[config.mk]
export PLATFORM = sky130hd
export DESIGN_NAME = trap_controller
export DESIGN_NICKNAME = d
export VERILOG_FILES = /design/src/rtl/trap_controller.sv
export SDC_FILE = /design/constraint.sdc
export NUM_CORES = 1
export LEC_CHECK = 0
export CORE_MARGIN = 3
export CORE_UTILIZATION = 36
export DETAILED_ROUTE_END_ITERATION = 12
export PLACE_DENSITY_LB_ADDON = 0.08
export SYNTH_ARGS = -nofsm -noshare
export SYNTH_HDL_FRONTEND = slang
export SYNTH_SLANG_ARGS = --single-unit
export TNS_END_PERCENT = 1
[constraint.sdc]
create_clock -name clk -period 2 [get_ports clk]
set_clock_uncertainty 0.1 [all_clocks]
set_input_delay 0.3 -clock clk [delete_from_list [all_inputs] [get_ports clk]]
set_output_delay 0.3 -clock clk [all_outputs]
set_load 0.02 [all_outputs]
[src/rtl/trap_controller.sv]
// Trap controller: prioritises exceptions and machine interrupts, sequences the
// capture/vector/handler/return handshake with the CSR file and redirects fetch.
module trap_controller #(
    parameter logic [31:0] VEC_BASE = 32'h0000_0100,
    parameter bit          SYNC_EXT = 1'b1
) (
    input  logic        clk,
    input  logic        rst,
    input  logic [31:0] pc,
    input  logic        instr_valid,
    input  logic        instr_c,
    input  logic        ecall,
    input  logic        ebreak,
    input  logic        mret,
    input  logic        timer_cmp,
    input  logic        ext_irq,
    input  logic [3:0]  mie,
    input  logic [31:0] mepc,
    output logic        interrupt,
    output logic        stall,
    output logic        flush,
    output logic        redirect,
    output logic [31:0] redirect_pc,
    output logic [1:0]  mcause,
    output logic        in_handler,
    output logic        double_fault
);

    typedef enum logic [2:0] {
        ST_IDLE    = 3'd0,
        ST_CAPTURE = 3'd1,
        ST_VECTOR  = 3'd2,
        ST_HANDLER = 3'd3,
        ST_RETURN  = 3'd4
    } state_t;

    localparam logic [1:0] CAUSE_TIMER  = 2'd0;
    localparam logic [1:0] CAUSE_EXT    = 2'd1;
    localparam logic [1:0] CAUSE_ECALL  = 2'd2;
    localparam logic [1:0] CAUSE_EBREAK = 2'd3;

    function automatic logic [31:0] vector_target(input logic [31:0] base,
                                                  input logic [1:0]  cause);
        return base + {28'd0, cause, 2'b00};
    endfunction

    function automatic logic [31:0] return_target(input logic [31:0] epc,
                                                  input logic [2:0]  off);
        return epc + {29'd0, off};
    endfunction

    state_t      state_r;
    state_t      state_next_s;

    logic        ext_s;
    logic        timer_prev_r;
    logic        timer_pend_r;
    logic        timer_rise_s;
    logic        timer_avail_s;

    logic        trap_take_s;
    logic [1:0]  trap_cause_s;
    logic [2:0]  trap_off_s;
    logic [2:0]  ret_off_r;

    logic        interrupt_next_s;
    logic        stall_next_s;
    logic        flush_next_s;
    logic        redirect_next_s;
    logic [31:0] redirect_pc_next_s;
    logic        in_handler_next_s;

    // The retiring PC is captured by the CSR file itself; mie[2] is reserved.
    logic        unused_s;
    assign unused_s = ^{pc, mie[2]};

    generate
        if (SYNC_EXT) begin : g_ext_sync
            logic ext_meta_r;
            logic ext_sync_r;

            // Two-flop synchroniser for the asynchronous external request
            always_ff @(posedge clk or posedge rst) begin
                if (rst) begin
                    ext_meta_r <= 1'b0;
                    ext_sync_r <= 1'b0;
                end else begin
                    ext_meta_r <= ext_irq;
                    ext_sync_r <= ext_meta_r;
                end
            end

            assign ext_s = ext_sync_r;
        end else begin : g_ext_direct
            assign ext_s = ext_irq;
        end
    endgenerate

    // A fresh edge counts as pending in the same cycle so it can be taken immediately.
    assign timer_rise_s  = timer_cmp & ~timer_prev_r;
    assign timer_avail_s = timer_pend_r | timer_rise_s;

    // Trap arbitration, only evaluated while idle
    always_comb begin
        trap_take_s  = 1'b0;
        trap_cause_s = CAUSE_TIMER;
        trap_off_s   = 3'd0;
        if (state_r == ST_IDLE) begin
            if (instr_valid && ebreak) begin
                trap_take_s  = 1'b1;
                trap_cause_s = CAUSE_EBREAK;
                trap_off_s   = instr_c ? 3'd2 : 3'd4;
            end else if (instr_valid && ecall) begin
                trap_take_s  = 1'b1;
                trap_cause_s = CAUSE_ECALL;
                trap_off_s   = instr_c ? 3'd2 : 3'd4;
            end else if (ext_s && mie[1] && mie[3]) begin
                trap_take_s  = 1'b1;
                trap_cause_s = CAUSE_EXT;
                trap_off_s   = 3'd0;
            end else if (timer_avail_s && mie[0] && mie[3]) begin
                trap_take_s  = 1'b1;
                trap_cause_s = CAUSE_TIMER;
                trap_off_s   = 3'd0;
            end else begin
                trap_take_s  = 1'b0;
            end
        end else begin
            trap_take_s = 1'b0;
        end
    end

    // Timer edge detector and pending flag; taking the timer trap wins over a new edge
    always_ff @(posedge clk or posedge rst) begin
        if (rst) begin
            timer_prev_r <= 1'b0;
            timer_pend_r <= 1'b0;
        end else begin
            timer_prev_r <= timer_cmp;
            if (trap_take_s && (trap_cause_s == CAUSE_TIMER)) begin
                timer_pend_r <= 1'b0;
            end else if (timer_rise_s) begin
                timer_pend_r <= 1'b1;
            end else begin
                timer_pend_r <= timer_pend_r;
            end
        end
    end

    // State register
    always_ff @(posedge clk or posedge rst) begin
        if (rst) begin
            state_r <= ST_IDLE;
        end else begin
            state_r <= state_next_s;
        end
    end

    // Next-state logic
    always_comb begin
        state_next_s = state_r;
        case (state_r)
            ST_IDLE:    state_next_s = trap_take_s ? ST_CAPTURE : ST_IDLE;
            ST_CAPTURE: state_next_s = ST_VECTOR;
            ST_VECTOR:  state_next_s = ST_HANDLER;
            ST_HANDLER: state_next_s = (instr_valid && mret) ? ST_RETURN : ST_HANDLER;
            ST_RETURN:  state_next_s = ST_IDLE;
            default:    state_next_s = ST_IDLE;
        endcase
    end

    // Output decode from the next state so every output leaves a flop
    always_comb begin
        interrupt_next_s   = 1'b0;
        stall_next_s       = 1'b0;
        flush_next_s       = 1'b0;
        redirect_next_s    = 1'b0;
        redirect_pc_next_s = redirect_pc;
        in_handler_next_s  = 1'b0;
        case (state_next_s)
            ST_IDLE: begin
                in_handler_next_s = 1'b0;
            end
            ST_CAPTURE: begin
                interrupt_next_s = 1'b1;
                stall_next_s     = 1'b1;
                flush_next_s     = 1'b1;
            end
            ST_VECTOR: begin
                stall_next_s       = 1'b1;
                redirect_next_s    = 1'b1;
                redirect_pc_next_s = vector_target(VEC_BASE, mcause);
            end
            ST_HANDLER: begin
                in_handler_next_s = 1'b1;
            end
            ST_RETURN: begin
                stall_next_s       = 1'b1;
                redirect_next_s    = 1'b1;
                redirect_pc_next_s = return_target(mepc, ret_off_r);
            end
            default: begin
                in_handler_next_s = 1'b0;
            end
        endcase
    end

    // Registered handshake outputs
    always_ff @(posedge clk or posedge rst) begin
        if (rst) begin
            interrupt   <= 1'b0;
            stall       <= 1'b0;
            flush       <= 1'b0;
            redirect    <= 1'b0;
            redirect_pc <= 32'd0;
            in_handler  <= 1'b0;
        end else begin
            interrupt   <= interrupt_next_s;
            stall       <= stall_next_s;
            flush       <= flush_next_s;
            redirect    <= redirect_next_s;
            redirect_pc <= redirect_pc_next_s;
            in_handler  <= in_handler_next_s;
        end
    end

    // Cause and return offset latched when a trap is accepted
    always_ff @(posedge clk or posedge rst) begin
        if (rst) begin
            mcause    <= 2'd0;
            ret_off_r <= 3'd0;
        end else if (trap_take_s) begin
            mcause    <= trap_cause_s;
            ret_off_r <= trap_off_s;
        end else begin
            mcause    <= mcause;
            ret_off_r <= ret_off_r;
        end
    end

    // Sticky flag for a synchronous exception raised inside the handler
    always_ff @(posedge clk or posedge rst) begin
        if (rst) begin
            double_fault <= 1'b0;
        end else if ((state_r == ST_HANDLER) && instr_valid && (ecall || ebreak)) begin
            double_fault <= 1'b1;
        end else begin
            double_fault <= double_fault;
        end
    end

endmodule

==> images/met3.png <==
Bar = 20 um.
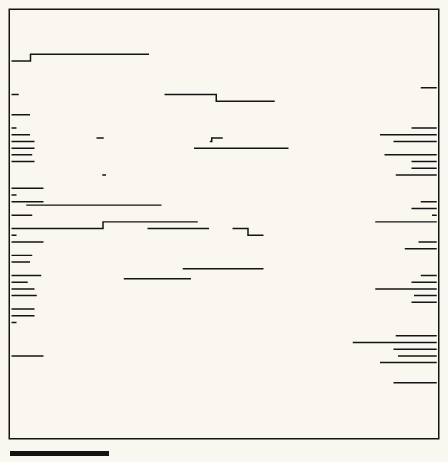
longest straight run = 27.1 um
wire length on this layer = 457 um
routed vias: 2184
M3 GR Usage: 0.0407
Routed WL: 6230 um

==> images/density.png <==
9 x 9 tiles, from white (low) to dark blue (high), 0 to 100% covered.
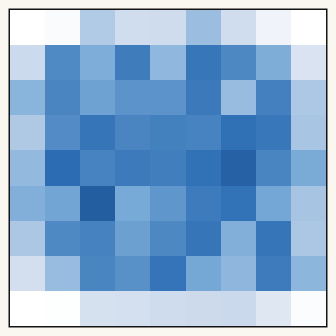
fullest tile = 82%
mean over tiles = 47%
nearly empty tiles = 6.2%
densest ninth of the die = middle
tiles over 75% full = 3.7%
floorplan core density: 0.384
Core ar.: 6130 um2
Final Util: 0.599

==> results.py <==
# Physical implementation metrics
metrics = {
    "run_status": {
        "outcome": "completed",
    },
    "grt": {
        "antenna_found_initial": 0,
        "grt_pass1_vias": 2162,
        "overflow": 0,
        "grt_max_degree": 49,
        "grt_use_total": 0.171,
    },
    "cells_and_area": {
        "fin_nets": 439,
        "final_common_cell": "clkdlybuf4s50_1",
        "final_cells": 435,
        "lay_top_cells": "clkdlybuf4s50_1 (83), dfrtp_1 (48), nand2_1 (40)",
        "num_antenna_cells": 0,
        "syn_to_final_growth_pct": 56.0,
    },
    "timing": {
        "fin_crit_ns": 1.96,
        "setup-tns-final_ns": 0,
        "setup_slack_ns": 0.0353,
        "hold_slack_ns": 0.241,
        "worstMarginPinSlew_ns": 0.267,
        "setup_violations": 0,
        "fmax_mhz": 509,
        "hold_viol": 0,
        "finalClockPeriodUsage": 0.982,
        "drv_slew": 0,
        "maxSlewHeadroom": 0.822,
    },
    "die": {
        "die_w_um": 86.9,
        "die_area_um2": 7540,
        "fp-row-count": 28,
        "io_pins": 117,
    },
    "power_and_ir_drop": {
        "powerDensity_nw_per_um2": 1190,
        "p_leak_nw": 1.60,
    },
    "clock_tree": {
        "postCtsHoldBufs": 0,
        "htreeDepth": 2,
        "ctsRootBufferMaster": "clkbuf_8",
        "clock_path_buffers": 2,
        "cts_tree": "done",
        "clock_sinks": 48,
        "clkTransAtPathRegs_ns": 0.09,
    },
    "yosys": {
        "syn-num-nets": 322,
        "yosysChipArea_um2": 2350,
        "numSynthFlops": 48,
        "netlist_top_cells_area": "dfrtp_1 (51%), xor2_1 (9.3%), nand2_1 (6.4%), nand4_1 (3.5%), o21ai_0 (3.4%)",
        "ys_cells": 242,
        "ff_type": "dfrtp_1",
        "yosysWarnings": 0,
        "synthArstFlopShare": 1.00,
        "edf_count": 0,
        "yosys.area.top_type_share": 0.510,
        "avgSynthCellArea_um2": 9.73,
        "yosysTopAreaCell": "dfrtp_1",
        "ys_types": 38,
        "synth_cells": 242,
        "synth_seq_share": 0.510,
    },
    "setup_path": {
        "crit_family": "buffers and inverters",
        "critPathSlowestCell": "clkdlybuf4s50_1",
        "start_kind": "input pin",
        "crit_required_ns": 2.13,
        "cp.arrival_ns": 2.10,
        "crit_type": "in -> reg",
        "cp_slowest_stage_delay_ns": 0.47,
        "end_kind": "flip-flop",
        "crit_path_cell_trace": "clkdlybuf4s50_1 > ha_1 > inv_1 > fa_2 > nor3_4 > buf_6 > nand4_1 > xor2_1 > o21ai_1",
        "crit_path_max_fanout": 6,
        "crit_buf_inv": 3,
    },
    "place": {
        "dp_hpwl_um": 4520,
        "post-place-cells": 426,
        "gp_congestion": 0.781,
        "place_area_um2": 3520,
        "dp_slack_ns": -0.413,
    },
    "drt": {
        "drc": 0,
        "vias_per_cell": 5.02,
        "drt_iter0_drc": 123,
        "routedWlPerCell_um": 14.3,
        "final_antenna_net_count": 0,
    },
    "job": {
        "warning_count": 60,
    },
}
==> images/registers.png <==
Bar = 20 um. Other sequential cells in the stronger grey, the rest of the logic in the fainter grey.
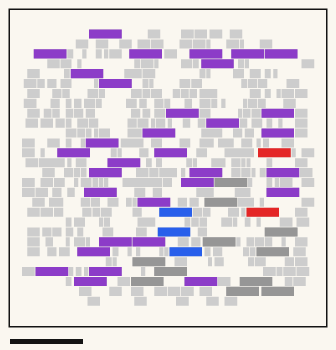
redirect_pc -> purple  # sequential cells 32, where all over the die
mcause -> red  # sequential cells 2
state_r -> blue  # sequential cells 3
Seq/total area: 0.327
Seq. pwr: 1.59 mW
Reg area: 1200 um2

==> images/cell_classes.png <==
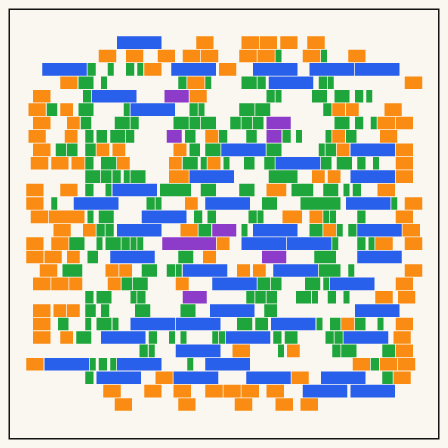
flip-flops -> blue  # cells 48
clock drivers and dummy loads -> purple  # cells 8
other buffers and delay cells -> orange  # cells 123
all other logic -> green  # cells 181

-- synthesized netlist by cell type (2+ instances only) --
library cell,instances
and4_1,3
a21o_1,2
ha_1,2
and3_1,8
o21ai_0,16
xor2_1,25
nand3_1,11
clkbuf_1,7
a21oi_1,5
dfrtp_1,48
xnor2_1,3
buf_2,3
or2_2,2
nand2_1,40
o21ai_1,14
nand3b_1,2
nand4_1,13
buf_4,3
nor2_1,6
a22o_1,3
inv_1,9
-- path summary, 6_finish.rpt --
path                                            startpoint                     endpoint  slack, ns  depth (start not counted)
max reg2reg                       ret_off_r[2]$_DFFE_PP0P_  redirect_pc[26]$_DFFE_PP0P_       0.13                          7
min                                                    rst  redirect_pc[20]$_DFFE_PP0P_       0.24                          3
max                                                mepc[1]  redirect_pc[27]$_DFFE_PP0P_       0.04                          9
max in group asynchronous                              rst   redirect_pc[8]$_DFFE_PP0P_       1.33                          3
min reg2reg                g_ext_sync.ext_meta_r$_DFF_PP0_              ext_s$_DFF_PP0_       0.26                          0
min in group clk           g_ext_sync.ext_meta_r$_DFF_PP0_              ext_s$_DFF_PP0_       0.26                          0
-- flip-flops by register name (all words and copies together), names as in the netlist, 2 cells and up --
register     count
state_r          3
mcause           2
ret_off_r        2
redirect_pc     32
-- cell families (layout without fill, tap and decap cells) --
kind of cell | after synthesis | after routing | share of synthesized area
AOI/OAI and AO/OA | 47 | 47 | 0.116
and+or+nand+nor | 94 | 94 | 0.209
buffers and inverters | 22 | 140 | 0.0415
adders and majority gates | 3 | 3 | 0.0191
xor gates and xnor gates | 28 | 28 | 0.104
DFF | 48 | 48 | 0.510
-- repair_timing --
action,CTS,global route
endpoints found under the hold margin,0,0
buffers inserted,0,0
resized,5,9
endpoints found under the setup margin,12,12
cloned,1,0
pin swaps,1,0
-- area by class of cell --
class / count / area (um2)
flip-flops and latches: 48 / 1200
well taps: 75 / 93.8
fillers: 557 / 2460
repair buffers: 123 / 1150
multi-input cells: 172 / 1070
clock buffers: 5 / 68.8
inverters: 9 / 33.8
clock inverters: 3 / 47.5
-- routing by layer --
layer  vias up  share of wire  track usage
met5         -              0            0
met4         0          0.011       0.0467
met3         6          0.073       0.0407
met2        68           0.49        0.284
met1      1037           0.43        0.221
li1       1073              -            -
-- worst min-delay path: stages --
cell	delay, ns
clkdlybuf4s50_1	0.41
inv_2	0.07
buf_12	0.25
-- power breakdown --
part / switching, mW / internal, mW / leakage (nW) / total, mW
clock: 0.356 / 0.377 / 0.0583 / 0.733
combinational: 1.05 / 0.985 / 0.926 / 2.03
sequential: 0.236 / 1.35 / 0.616 / 1.59
Power is estimated from default activity; no workload was simulated.
